<file path="config.mk">
export PLATFORM = sky130hd
export DESIGN_NAME = dht11_bcd_formatter
export DESIGN_NICKNAME = d
export VERILOG_FILES = /design/src/rtl/dht11_bcd_formatter_pkg.sv /design/src/rtl/dht11_bcd_formatter_bin2bcd.sv /design/src/rtl/dht11_bcd_formatter.sv
export SDC_FILE = /design/constraint.sdc
export NUM_CORES = 1
export LEC_CHECK = 0
export ABC_AREA = 0
export ABC_CLOCK_PERIOD_IN_PS = 2300
export CAP_MARGIN = 10
export CORE_ASPECT_RATIO = 0.9
export CORE_UTILIZATION = 58
export CTS_BUF_LIST = sky130_fd_sc_hd__clkbuf_16
export DETAILED_ROUTE_END_ITERATION = 6
export PLACE_DENSITY = 0.81
export SLEW_MARGIN = 5
export SYNTH_ARGS = -nofsm -noshare
export SYNTH_HDL_FRONTEND = slang
export SYNTH_SLANG_ARGS = --single-unit
</file>
<file path="constraint.sdc">
create_clock -name iClk -period 2.3 [get_ports iClk]
set_input_delay 0.23 -clock iClk [delete_from_list [all_inputs] [get_ports iClk]]
set_output_delay 0.23 -clock iClk [all_outputs]
set_load 0.01 [all_outputs]
</file>
<file path="src/rtl/dht11_bcd_formatter_pkg.sv">
// Shared constants for the DHT11 BCD formatter.
// FSM encodings, field widths and the add-3 helper.
package dht11_bcd_formatter_pkg;

  localparam int DHT_W      = 8;
  localparam int BCD_DIGITS = 3;
  localparam int BCD_W      = 12;

  localparam logic [1:0] ST_IDLE = 2'd0;
  localparam logic [1:0] ST_CONV = 2'd1;
  localparam logic [1:0] ST_DONE = 2'd2;

  // Adds 3 to every nibble that is 5 or more.
  function automatic logic [BCD_W-1:0] add3(
    input logic [BCD_W-1:0] b
  );
    logic [BCD_W-1:0] r;
    r = b;
    for (int d = 0; d < BCD_DIGITS; d++) begin
      if (r[d*4 +: 4] >= 4'd5)
        r[d*4 +: 4] = r[d*4 +: 4] + 4'd3;
    end
    return r;
  endfunction

endpackage

</file>
<file path="src/rtl/dht11_bcd_formatter_bin2bcd.sv">
// Per-byte shift-add-3 datapath; one bit per step.
// result is the BCD value after the step taken this cycle.
module dht_bin2bcd8
  import dht11_bcd_formatter_pkg::*;
(
  input  logic             clk,
  input  logic             rst_n,
  input  logic             load,
  input  logic             step,
  input  logic [DHT_W-1:0] din,
  output logic [BCD_W-1:0] result
);

  logic [DHT_W-1:0] bin;
  logic [BCD_W-1:0] bcd;

  // Next BCD value: correct the digits, then shift in the next MSB.
  always_comb begin
    result = {add3(bcd), bin[DHT_W-1]};
    result = result;
  end

  // Shift registers: load clears BCD, step advances one bit.
  always_ff @(posedge clk or negedge rst_n) begin
    if (!rst_n) begin
      bin <= '0;
      bcd <= '0;
    end else if (load) begin
      bin <= din;
      bcd <= '0;
    end else if (step) begin
      bin <= {bin[DHT_W-2:0], 1'b0};
      bcd <= result;
    end
  end

endmodule

</file>
<file path="src/rtl/dht11_bcd_formatter.sv">
// Captures DHT11 readings, converts to 3-digit BCD, flags stale data.
// Optional temperature min/max tracking under DHT_TEMP_MINMAX_EN.
module dht11_bcd_formatter
  import dht11_bcd_formatter_pkg::*;
#(
  parameter int unsigned STALE_US = 3_000_000,
  parameter int          CNT_W    = 32
) (
  input  logic             iClk,
  input  logic             iRstn,
  input  logic             iTickUs,
  input  logic [DHT_W-1:0] iHumInt,
  input  logic [DHT_W-1:0] iTempInt,
  input  logic             iDataValid,
  output logic [BCD_W-1:0] oHumBcd,
  output logic [BCD_W-1:0] oTempBcd,
  output logic             oBcdValid,
  output logic             oBusy,
  output logic             oStale,
  output logic [DHT_W-1:0] oTempMin,
  output logic [DHT_W-1:0] oTempMax
);

  localparam logic [CNT_W-1:0] STALE_MAX = CNT_W'(STALE_US);

  logic [1:0]       state;
  logic [2:0]       cnt;
  logic             prev_valid;
  logic             pending;
  logic [DHT_W-1:0] last_hum;
  logic [DHT_W-1:0] last_temp;
  logic [CNT_W-1:0] stale_cnt;
  logic             trigger;
  logic             start;
  logic             step;
  logic [BCD_W-1:0] hum_res;
  logic [BCD_W-1:0] temp_res;

  // New reading: valid rose, or the bytes differ from the last capture.
  always_comb begin
    trigger = iDataValid
            && (!prev_valid
                || iHumInt != last_hum
                || iTempInt != last_temp);
    start   = (state == ST_IDLE) && (trigger || pending);
    step    = (state == ST_CONV);
  end

  assign oBusy = (state != ST_IDLE);

  dht_bin2bcd8 u_hum (
    .clk    (iClk),
    .rst_n  (iRstn),
    .load   (start),
    .step   (step),
    .din    (iHumInt),
    .result (hum_res)
  );

  dht_bin2bcd8 u_temp (
    .clk    (iClk),
    .rst_n  (iRstn),
    .load   (start),
    .step   (step),
    .din    (iTempInt),
    .result (temp_res)
  );

  // Conversion sequencer, capture registers and output publish.
  always_ff @(posedge iClk or negedge iRstn) begin
    if (!iRstn) begin
      state      <= ST_IDLE;
      cnt        <= '0;
      prev_valid <= 1'b0;
      pending    <= 1'b0;
      last_hum   <= '0;
      last_temp  <= '0;
      oHumBcd    <= '0;
      oTempBcd   <= '0;
      oBcdValid  <= 1'b0;
    end else begin
      prev_valid <= iDataValid;
      oBcdValid  <= 1'b0;
      case (state)
        ST_IDLE: begin
          if (start) begin
            last_hum  <= iHumInt;
            last_temp <= iTempInt;
            pending   <= 1'b0;
            cnt       <= '0;
            state     <= ST_CONV;
          end
        end
        ST_CONV: begin
          if (trigger) pending <= 1'b1;
          cnt <= cnt + 3'd1;
          if (cnt == 3'd7) begin
            state     <= ST_DONE;
            oHumBcd   <= hum_res;
            oTempBcd  <= temp_res;
            oBcdValid <= 1'b1;
          end
        end
        ST_DONE: begin
          if (trigger) pending <= 1'b1;
          state <= ST_IDLE;
        end
        default: state <= ST_IDLE;
      endcase
    end
  end

  // Counts microseconds of invalid data, saturating at the limit.
  always_ff @(posedge iClk or negedge iRstn) begin
    if (!iRstn) begin
      stale_cnt <= '0;
      oStale    <= 1'b0;
    end else begin
      if (iDataValid)
        stale_cnt <= '0;
      else if (iTickUs && stale_cnt != STALE_MAX)
        stale_cnt <= stale_cnt + 1'b1;
      oStale <= (stale_cnt == STALE_MAX) && !iDataValid;
    end
  end

`ifdef DHT_TEMP_MINMAX_EN
  logic [DHT_W-1:0] t_min;
  logic [DHT_W-1:0] t_max;
  logic             seen;

  // Tracks temperature extremes over all captures.
  always_ff @(posedge iClk or negedge iRstn) begin
    if (!iRstn) begin
      t_min <= '1;
      t_max <= '0;
      seen  <= 1'b0;
    end else if (start) begin
      if (iTempInt < t_min) t_min <= iTempInt;
      if (iTempInt > t_max) t_max <= iTempInt;
      seen <= 1'b1;
    end
  end

  assign oTempMin = seen ? t_min : '0;
  assign oTempMax = seen ? t_max : '0;
`else
  assign oTempMin = '0;
  assign oTempMax = '0;
`endif

endmodule
</file>
==> images/power_grid.png <==
Scale: 3 px per µm. Pins as bars on the die edge.
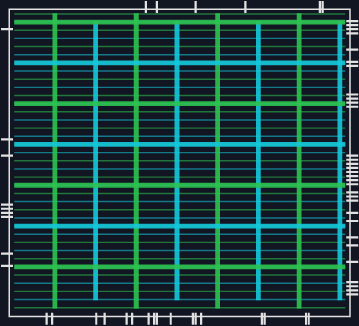
VSS -> green
VDD -> cyan
met4 straps = 8
met1 rails = 37
signal pins = 63
rows = 36
met5 straps = 7

==> images/placement_by_type.png <==
Scale: 2 px per µm. Fill, decap, tap and diode cells in gray.
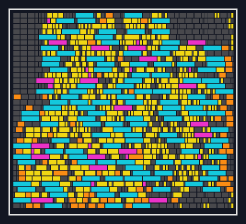
combinational and other logic -> yellow  # cells 462, share of their area 43%
other buffers and delay cells -> orange  # cells 73, share of their area 9.4%
clock drivers and dummy loads -> magenta  # cells 31, share of their area 6.9%
flops -> cyan  # cells 121, share of their area 41%

==> images/clk_routes.png <==
Scale: 4 px per µm.
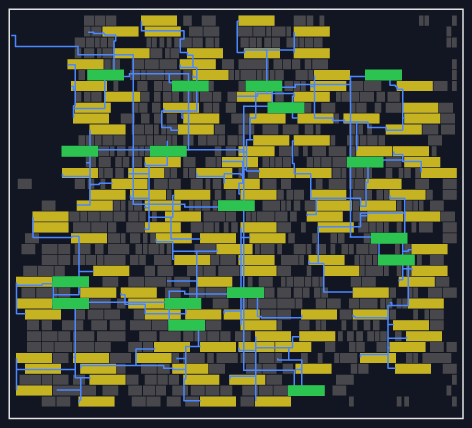
clock wires -> blue  # length 1450 µm
flip-flops -> yellow  # count 121
clock drivers -> green  # count 17
flops lie = widely spread

==> flow_summary.ini <==
; yosys + openroad results
[timing]
finalClockPeriodUsage = 0.9356
slew_headroom = 0.5470
clock.fmax_ghz = 0.4647
finalHoldViolCount = 0
fin_ws_ns = 0.1480

[setup_path]
critPathRequiredTime_ns = 2.60
end_kind = flip-flop
ff2ff_setup_slack_ns = 0.15
path_class = flip-flop to flip-flop
reg2regPathDepth = 5
reg2reg_to = stale_cnt[31]$_DFFE_PN0P_
start_kind = flip-flop
worstSetupEndpoint = stale_cnt[31]$_DFFE_PN0P_

[synthesis]
ys_cells = 613
synth_area_leader_cell = dfrtp_1
yosys.cell_types.count = 47
topCellsByArea = dfrtp_1 47%, mux2_2 7.5%, ha_1 3.5%
most_common_cell = dfrtp_1

[cts]
cts_hold_buf = 1
clock_latency_ns = 0.42
ctsResizeCount = 0
cts.sinks = 121

[routing]
firstDrtPassIters = 4
vias_per_cell = 5.701
drc = 0

[finish]
fillers = 767
drive_above_1_share = 0.1849
clockBufferCount = 17
seq_share = 0.3969
inverters_excl_clock = 22

[run]
maxCapViolCount = 0

[global_route]
first_global_vias = 4536
overflow = 0

[status]
outcome = finished, final reports clean

[die]
pin_count = 63
nWellTaps = 133
die_w_um = 113.1

[power_and_ir_drop]
powerDensity_nw_per_um2 = 1225
seq_power_mw = 3.32
==> images/wires.png <==
Scale: 3 px per µm. Two of the layers only.
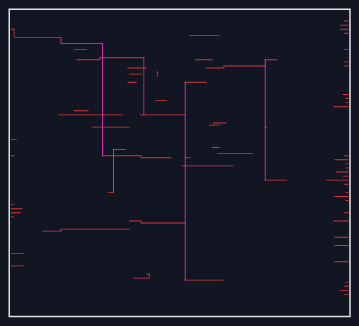
metal 4 -> magenta  # wire length 177 µm
metal 3 -> red  # wire length 413 µm

==> images/placement.png <==
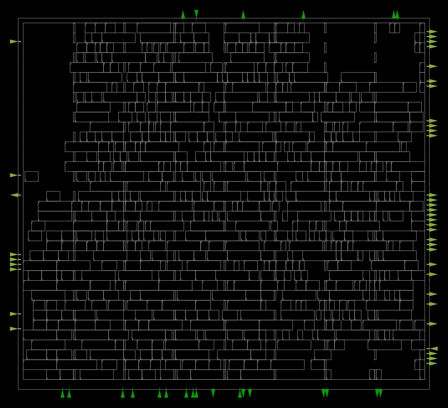
fin cells: 820
Util after Layout: 0.7058
Rows: 36

-- worst reg2reg max path, cell delays in order, from the launching register on --
cell and delay [ns]:
dfrtp_1 0.41, and4_1 0.27, nand4_1 0.31, nor4_4 0.55, nand4_1 0.19, mux2_2 0.30
-- registers in the layout, summed over array words and instances, names as in the netlist --
signal,count
stale_cnt,32
oHumBcd,12
oTempBcd,12
u_hum.bcd,12
u_temp.bcd,12
last_hum,8
last_temp,8
u_hum.bin,8
u_temp.bin,8
cnt,3
state,2
oBcdValid,1
oStale,1
pending,1
prev_valid,1
-- per-layer routing --
metal	vias up	share of wire
met5	-	0
met4	0	0.014
met3	15	0.032
met2	93	0.50
met1	2305	0.46
li1	2262	-
